$ cat config.mk
export PLATFORM = sky130hd
export DESIGN_NAME = ps_redirect_ctrl_flat
export DESIGN_NICKNAME = d
export VERILOG_FILES = /design/src/rtl/ps_redirect_ctrl_pkg.sv /design/src/rtl/ps_redirect_ctrl_if.sv /design/src/rtl/ps_redirect_ctrl_prio_arb.sv /design/src/rtl/ps_redirect_ctrl.sv /design/src/flat_wrapper.sv
export SDC_FILE = /design/constraint.sdc
export NUM_CORES = 1
export LEC_CHECK = 0
export ABC_CLOCK_PERIOD_IN_PS = 2100
export CORE_MARGIN = 8
export CORE_UTILIZATION = 39
export DETAILED_ROUTE_END_ITERATION = 8
export PLACE_DENSITY_LB_ADDON = 0.25
export SLEW_MARGIN = 40
export SYNTH_ARGS = -nofsm -noshare
export SYNTH_HDL_FRONTEND = slang
export SYNTH_HIERARCHICAL = 1
export SYNTH_SLANG_ARGS = --single-unit
$ cat constraint.sdc
create_clock -name i_clk -period 2.1 [get_ports i_clk]
set_input_delay 0.315 -clock i_clk [delete_from_list [all_inputs] [get_ports i_clk]]
set_output_delay 0.315 -clock i_clk [all_outputs]
set_load 0.03 [all_outputs]
$ cat src/rtl/ps_redirect_ctrl_pkg.sv
// Shared types and constants for the program-state redirect controller.
// program_state_t mirrors the architectural program-state register layout.
package ps_redirect_ctrl_pkg;

  typedef enum logic [1:0] {
    IDLE   = 2'd0,
    DRAIN  = 2'd1,
    COMMIT = 2'd2,
    RESUME = 2'd3
  } redirect_state_e;

  localparam logic [1:0] SRC_TRAP   = 2'd0;
  localparam logic [1:0] SRC_IRQ    = 2'd1;
  localparam logic [1:0] SRC_XRET   = 2'd2;
  localparam logic [1:0] SRC_BRANCH = 2'd3;

  typedef struct packed {
    logic [31:0] pc;
    logic [1:0]  priv;
    logic        ie;
  } program_state_t;

endpackage

$ cat src/rtl/ps_redirect_ctrl_if.sv
// Redirect request / program-state write bundle between the commit logic,
// the redirect controller and the program-state register.
interface ps_redirect_ctrl_if
  import ps_redirect_ctrl_pkg::*;
#(
  parameter int N_SRC = 4
) ();

  localparam int IDX_W = (N_SRC > 1) ? $clog2(N_SRC) : 1;

  logic           [N_SRC-1:0] i_req;
  program_state_t [N_SRC-1:0] i_req_ps;
  logic           [N_SRC-1:0] o_ack;
  logic                       o_flush;
  logic                       i_drained;
  logic                       o_alter;
  program_state_t             o_ps;
  logic           [IDX_W-1:0] o_cause;
  logic                       o_stall_fetch;
  logic                       o_busy;
  logic                       o_timeout;

  // Requesters, pipeline and program-state register side
  modport master (
    output i_req, i_req_ps, i_drained,
    input  o_ack, o_flush, o_alter, o_ps, o_cause, o_stall_fetch, o_busy, o_timeout
  );

  // Redirect controller side
  modport slave (
    input  i_req, i_req_ps, i_drained,
    output o_ack, o_flush, o_alter, o_ps, o_cause, o_stall_fetch, o_busy, o_timeout
  );

endinterface

$ cat src/rtl/ps_redirect_ctrl_prio_arb.sv
// Combinational fixed-priority arbiter: lowest asserted index wins. With
// bound_en set, only indices strictly below bound may win (preemption check).
module ps_prio_arb #(
  parameter int N_SRC = 4,
  parameter int IDX_W = (N_SRC > 1) ? $clog2(N_SRC) : 1
) (
  input  logic [N_SRC-1:0] req,
  input  logic             bound_en,
  input  logic [IDX_W-1:0] bound,
  output logic             valid,
  output logic [IDX_W-1:0] idx
);

  logic             valid_s;
  logic [IDX_W-1:0] idx_s;

  // Scan from the top so the lowest eligible index is the last one written
  always_comb begin
    valid_s = 1'b0;
    idx_s   = '0;
    for (int i = N_SRC - 1; i >= 0; i--) begin
      logic hit_s;
      hit_s   = req[i] && (!bound_en || (IDX_W'(i) < bound));
      valid_s = hit_s ? 1'b1 : valid_s;
      idx_s   = hit_s ? IDX_W'(i) : idx_s;
    end
  end

  assign valid = valid_s;
  assign idx   = idx_s;

endmodule

$ cat src/rtl/ps_redirect_ctrl.sv
// Redirect controller: arbitrates redirect sources, flushes and drains the
// pipeline, then issues exactly one program-state write per redirect.
module ps_redirect_ctrl
  import ps_redirect_ctrl_pkg::*;
#(
  parameter int N_SRC         = 4,
  parameter int DRAIN_TIMEOUT = 64
) (
  input  logic                i_clk,
  input  logic                i_rst_n,
  ps_redirect_ctrl_if.slave   bus
);

  localparam int IDX_W = (N_SRC > 1) ? $clog2(N_SRC) : 1;
  localparam int CNT_W = $clog2(DRAIN_TIMEOUT + 1);
  localparam logic [CNT_W-1:0] CNT_MAX = '1;
  localparam logic [CNT_W-1:0] CNT_TMO = CNT_W'(DRAIN_TIMEOUT - 1);

  redirect_state_e  state_r;
  logic [IDX_W-1:0] idx_r;
  program_state_t   ps_r;
  logic [CNT_W-1:0] cnt_r;

  logic [N_SRC-1:0] ack_r;
  logic             flush_r;
  logic             alter_r;
  program_state_t   ps_out_r;
  logic [IDX_W-1:0] cause_r;
  logic             stall_r;
  logic             busy_r;
  logic             timeout_r;

  logic             arb_valid_s;
  logic [IDX_W-1:0] arb_idx_s;
  logic             bound_en_s;
  logic             preempt_s;
  logic [IDX_W-1:0] sel_idx_s;
  program_state_t   sel_ps_s;

  function automatic logic [N_SRC-1:0] onehot_f(input logic [IDX_W-1:0] idx);
    onehot_f      = '0;
    onehot_f[idx] = 1'b1;
  endfunction

  // In DRAIN the arbiter only reports sources that outrank the latched one
  assign bound_en_s = (state_r == DRAIN);

  ps_prio_arb #(
    .N_SRC (N_SRC),
    .IDX_W (IDX_W)
  ) u_arb (
    .req      (bus.i_req),
    .bound_en (bound_en_s),
    .bound    (idx_r),
    .valid    (arb_valid_s),
    .idx      (arb_idx_s)
  );

  // Source and program state that DRAIN carries forward this cycle
  always_comb begin
    preempt_s = bound_en_s && arb_valid_s;
    if (preempt_s) begin
      sel_idx_s = arb_idx_s;
      sel_ps_s  = bus.i_req_ps[arb_idx_s];
    end else begin
      sel_idx_s = idx_r;
      sel_ps_s  = ps_r;
    end
  end

  // Redirect FSM with all outputs registered
  always_ff @(posedge i_clk) begin
    if (!i_rst_n) begin
      state_r   <= IDLE;
      idx_r     <= '0;
      ps_r      <= '0;
      cnt_r     <= '0;
      ack_r     <= '0;
      flush_r   <= 1'b0;
      alter_r   <= 1'b0;
      ps_out_r  <= '0;
      cause_r   <= '0;
      stall_r   <= 1'b0;
      busy_r    <= 1'b0;
      timeout_r <= 1'b0;
    end else begin
      ack_r     <= '0;
      alter_r   <= 1'b0;
      ps_out_r  <= '0;
      cause_r   <= '0;
      timeout_r <= 1'b0;
      case (state_r)
        IDLE: begin
          if (arb_valid_s) begin
            state_r <= DRAIN;
            idx_r   <= arb_idx_s;
            ps_r    <= bus.i_req_ps[arb_idx_s];
            cnt_r   <= '0;
            ack_r   <= onehot_f(arb_idx_s);
            flush_r <= 1'b1;
            stall_r <= 1'b1;
            busy_r  <= 1'b1;
          end else begin
            state_r <= IDLE;
            flush_r <= 1'b0;
            stall_r <= 1'b0;
            busy_r  <= 1'b0;
          end
        end
        DRAIN: begin
          // Counter keeps running across preemption so the timeout bound holds
          cnt_r   <= (cnt_r == CNT_MAX) ? cnt_r : cnt_r + CNT_W'(1);
          idx_r   <= sel_idx_s;
          ps_r    <= sel_ps_s;
          ack_r   <= preempt_s ? onehot_f(sel_idx_s) : '0;
          flush_r <= 1'b1;
          stall_r <= 1'b1;
          busy_r  <= 1'b1;
          if (bus.i_drained) begin
            state_r  <= COMMIT;
            alter_r  <= 1'b1;
            ps_out_r <= sel_ps_s;
            cause_r  <= sel_idx_s;
          end else if (cnt_r == CNT_TMO) begin
            state_r   <= COMMIT;
            alter_r   <= 1'b1;
            ps_out_r  <= sel_ps_s;
            cause_r   <= sel_idx_s;
            timeout_r <= 1'b1;
          end else begin
            state_r <= DRAIN;
          end
        end
        COMMIT: begin
          state_r <= RESUME;
          flush_r <= 1'b0;
          stall_r <= 1'b1;
          busy_r  <= 1'b1;
        end
        RESUME: begin
          state_r <= IDLE;
          flush_r <= 1'b0;
          stall_r <= 1'b0;
          busy_r  <= 1'b0;
        end
        default: begin
          state_r <= IDLE;
          flush_r <= 1'b0;
          stall_r <= 1'b0;
          busy_r  <= 1'b0;
        end
      endcase
    end
  end

  assign bus.o_ack         = ack_r;
  assign bus.o_flush       = flush_r;
  assign bus.o_alter       = alter_r;
  assign bus.o_ps          = ps_out_r;
  assign bus.o_cause       = cause_r;
  assign bus.o_stall_fetch = stall_r;
  assign bus.o_busy        = busy_r;
  assign bus.o_timeout     = timeout_r;

endmodule

$ cat src/flat_wrapper.sv
// flat-port wrapper written by rule: the top's interface ports become plain ports
module ps_redirect_ctrl_flat import ps_redirect_ctrl_pkg::*;
#(
  parameter int N_SRC         = 4,
  parameter int DRAIN_TIMEOUT = 64
)
  (i_clk, i_rst_n, bus_i_req, bus_i_req_ps, bus_i_drained, bus_o_ack, bus_o_flush, bus_o_alter, bus_o_ps, bus_o_cause, bus_o_stall_fetch, bus_o_busy, bus_o_timeout);
  ps_redirect_ctrl_if #(.N_SRC(N_SRC)) bus_i ();
  input  logic i_clk;
  input  logic i_rst_n;
  input wire logic [$bits(bus_i.i_req)-1:0] bus_i_req;
  input wire logic [$bits(bus_i.i_req_ps)-1:0] bus_i_req_ps;
  input wire logic [$bits(bus_i.i_drained)-1:0] bus_i_drained;
  output wire logic [$bits(bus_i.o_ack)-1:0] bus_o_ack;
  output wire logic [$bits(bus_i.o_flush)-1:0] bus_o_flush;
  output wire logic [$bits(bus_i.o_alter)-1:0] bus_o_alter;
  output wire logic [$bits(bus_i.o_ps)-1:0] bus_o_ps;
  output wire logic [$bits(bus_i.o_cause)-1:0] bus_o_cause;
  output wire logic [$bits(bus_i.o_stall_fetch)-1:0] bus_o_stall_fetch;
  output wire logic [$bits(bus_i.o_busy)-1:0] bus_o_busy;
  output wire logic [$bits(bus_i.o_timeout)-1:0] bus_o_timeout;
  assign bus_i.i_req = bus_i_req;
  assign bus_i.i_req_ps = bus_i_req_ps;
  assign bus_i.i_drained = bus_i_drained;
  assign bus_o_ack = bus_i.o_ack;
  assign bus_o_flush = bus_i.o_flush;
  assign bus_o_alter = bus_i.o_alter;
  assign bus_o_ps = bus_i.o_ps;
  assign bus_o_cause = bus_i.o_cause;
  assign bus_o_stall_fetch = bus_i.o_stall_fetch;
  assign bus_o_busy = bus_i.o_busy;
  assign bus_o_timeout = bus_i.o_timeout;
  ps_redirect_ctrl #(.N_SRC(N_SRC), .DRAIN_TIMEOUT(DRAIN_TIMEOUT)) u_core (.i_clk(i_clk), .i_rst_n(i_rst_n), .bus(bus_i));
endmodule
==> impl_metrics.json <==
{
  "ys_seq_frac": 0.4053,
  "rr_worst_depth": 11,
  "viasPerCell": 5.099,
  "seq_area_um2": 1824,
  "final-clk-cell-share": 0.03989,
  "clockBufferCount": 13,
  "area_growth_pct": 64.70,
  "place.port_buffers": 192,
  "clock.fmax_ghz": 0.4652,
  "wl_per_cell_um": 18.43,
  "routabilityCongestion": 0.7346,
  "yosys_warnings": 6,
  "dpl_cell_area_um2": 6683,
  "grt_usage": 0.1848,
  "ys_ff": 91,
  "power.density_nw_per_um2": 810.4,
  "synth_area_um2": 4494,
  "cts.sinks": 91,
  "ant_nets": 0,
  "nNetsFinal": 824,
  "critical_path.top_delay_family": "buffers and inverters",
  "die_x_um": 123.4,
  "required_ps": 2320,
  "yosysMostFrequentCell": "nand2_1",
  "endpoint": "u_core/ps_r[20]",
  "comb_share": 0.3442,
  "largest_cell_class": "logic gates",
  "drive_gt1_frac": 0.2212,
  "yosys.area.top_type_share": 0.4053,
  "fp_util": 0.3970,
  "overflow": 0,
  "logic_area_um2": 2547,
  "leakage_nw": 2.714,
  "buf_share": 0.3423,
  "cts_tree": "yes",
  "insertion_delay_ps": 330,
  "syn_area_per_cell_um2": 9.707,
  "setup-violations-final": 34,
  "violations": "negative setup slack",
  "tightest_slew_ps": 528.1,
  "cts_root_buf": "clkbuf_16",
  "coreArea_um2": 11320,
  "synth-edff-count": 0,
  "ff2ff_setup_slack_ps": -50,
  "seq_cells": 91,
  "final_cell_mix": "clkdlybuf4s50_1 (191), nand2_1 (137), dfxtp_1 (89), mux4_2 (31), a21boi_1 (30)",
  "fillerInstances": 934,
  "fa_ha_area_frac": 0.008352,
  "fin_area_um2": 7402,
  "grt_max_degree": 39,
  "status": "complete, but fails checks",
  "insertedDiodeCount": 0,
  "yosys_cells": 463,
  "hold_path_end": "u_core/ps_r[2]",
  "yosys-dominant-comb-family": "multiplexers",
  "crit_type": "register to register",
  "critPathLaunchType": "register",
  "dpl.hpwl_mm": 10.23,
  "cp_max_fo": 5,
  "drv_slew": 0,
  "slowest_delay_ps": 330,
  "slew-limit-headroom": 0.6479,
  "hp-class": "register to register",
  "period_needed_ps": 2150,
  "cp.depth": 11,
  "fin_skew_ps": 5.369,
  "grt_pass1_wl_mm": 22.05,
  "ir_worst_vdd_mv": 0.5185,
  "ys_sh_aoi": 0.1565,
  "max_cap_viol_count": 0,
  "slowest_stage": "mux4_2",
  "holdPathStages": 2,
  "simple_gate_area_frac": 0.1818,
  "yosysTopAreaCell": "dfxtp_1",
  "ioPinCount": 193,
  "crit_chain": "inv_2 > ha_4 > nor2b_4 > o21ai_2 > buf_4 > a211oi_4 > buf_6 > clkbuf_16 > mux4_2 > nand2_1 > a21boi_1",
  "postLayoutCoreUtil": 0.6538,
  "nWellTaps": 143,
  "synth.cellmix.xorXnorShare": 0.001949,
  "clk_pin_slew_ps": 70,
  "postRouteWirelength_mm": 15.13,
  "logic_gates": 330,
  "crit_path_end_kind": "register",
  "rsz0062_at_grt": "yes",
  "buffers": 236,
  "dominantRegCellSynth": "dfxtp_1",
  "ys_sh_mux": 0.1899,
  "cts_resized": 21,
  "antenna_found_initial": 0,
  "cts.htree.levels": 3,
  "setup_ws_ps": -49.63,
  "ctsHoldBuffers": 0,
  "fin_crit_sh": 1.024,
  "syn_inst": 463,
  "nNonClkInverters": 6,
  "first_global_vias": 4357,
  "dp_slack_ps": -229.0,
  "worstPathArrival_ps": 2370,
  "yosys_area_um2": 4494,
  "num_rows": 39,
  "sh_seq_area": 0.2465,
  "top_cells_by_count": "nand2_1 (157), dfxtp_1 (91), a21oi_1 (23), mux4_2 (23), a21boi_0 (21)",
  "drc": 0,
  "mostFrequentLayoutCell": "clkdlybuf4s50_1",
  "dieArea_um2": 15220,
  "floorplan.nets": 613,
  "r2r-end": "u_core/ps_r[20]",
  "drt_iter0_markers": 252,
  "dr.pass1.iters": 4,
  "clock_path_buffers": 2,
  "hold_viol": 0,
  "top_cells_by_area": "dfxtp_1 (41%), nand2_1 (13%), mux4_2 (12%), mux4_1 (7.0%), a21oi_2 (3.7%)",
  "synth-async-reset-ratio": 0,
  "post-cts-setup-buffer-count": 6,
  "die_h_um": 123.4,
  "min_from": "u_core/ps_r[2]",
  "cp.buffers_inverters": 4
}
## per-layer routing
layer | track usage | routed length, µm | vias to the layer above
met5 | 0 | 0 | -
met4 | 0.04289 | 81 | 0
met3 | 0.04384 | 899 | 6
met2 | 0.3407 | 7996 | 118
met1 | 0.2105 | 6153 | 2032
li1 | - | - | 2030
## stage by stage
stage | hold slack, ps | cells
after floorplan | 434.8 | 463
after global placement | 440.1 | 785
after detailed placement | 445.0 | 786
after CTS | 453.7 | 810
after global routing | 463.7 | 821
final | 453.4 | 821
## power breakdown
group          switching (mW)  internal [mW]
combinational            1.16           1.19
clock                   0.643          0.981
sequential             0.0978           1.93
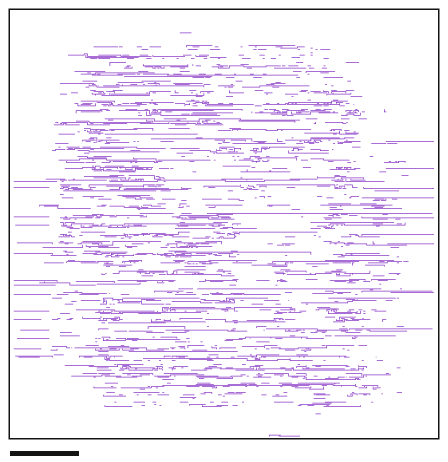
(images/met1.png)
Bar = 20 µm.
share of all routed wire: 41%
main direction: horizontal
nets with wire on the layer: 742

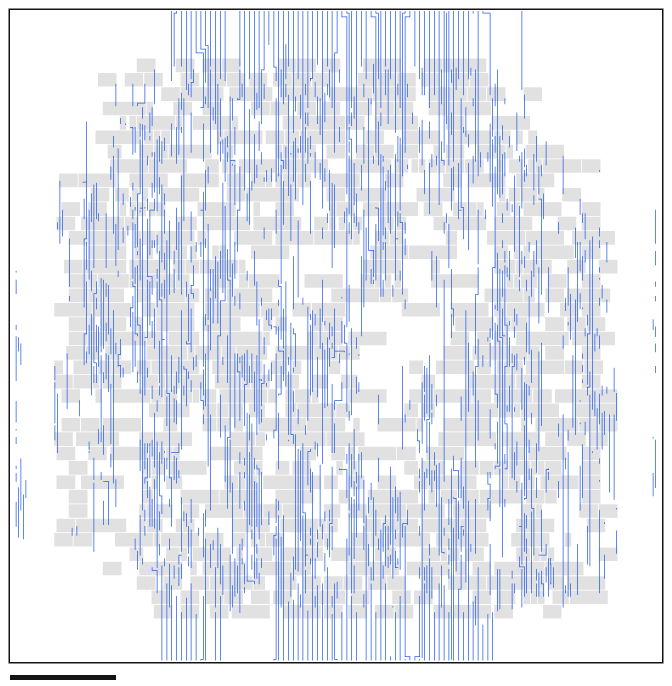
(images/met2.png)
Bar = 20 µm. Cells faint in the background.
wire length on this layer: 8000 µm
nets with wire on the layer: 729

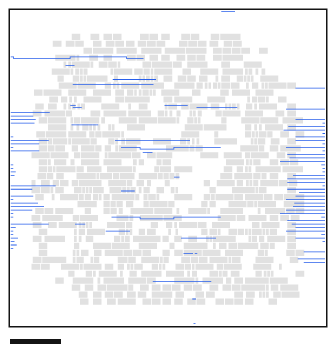
(images/met3.png)
Bar = 20 µm. Cells faint in the background.
main direction: horizontal
wire length on this layer: 899 µm
share of all routed wire: 5.9%
nets with wire on the layer: 85

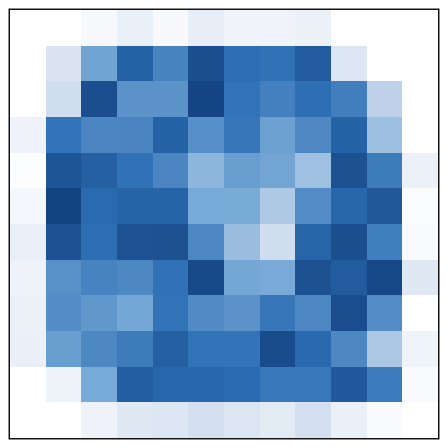
(images/density.png)
12 x 12 tiles, from white (low) to dark blue (high), 0 to 100% covered.
emptiest ninth of the die: north-east
fullest tile: 92%
nearly empty tiles: 12%
tiles over 75% full: 24%

Power and IR drop assume default switching activity.
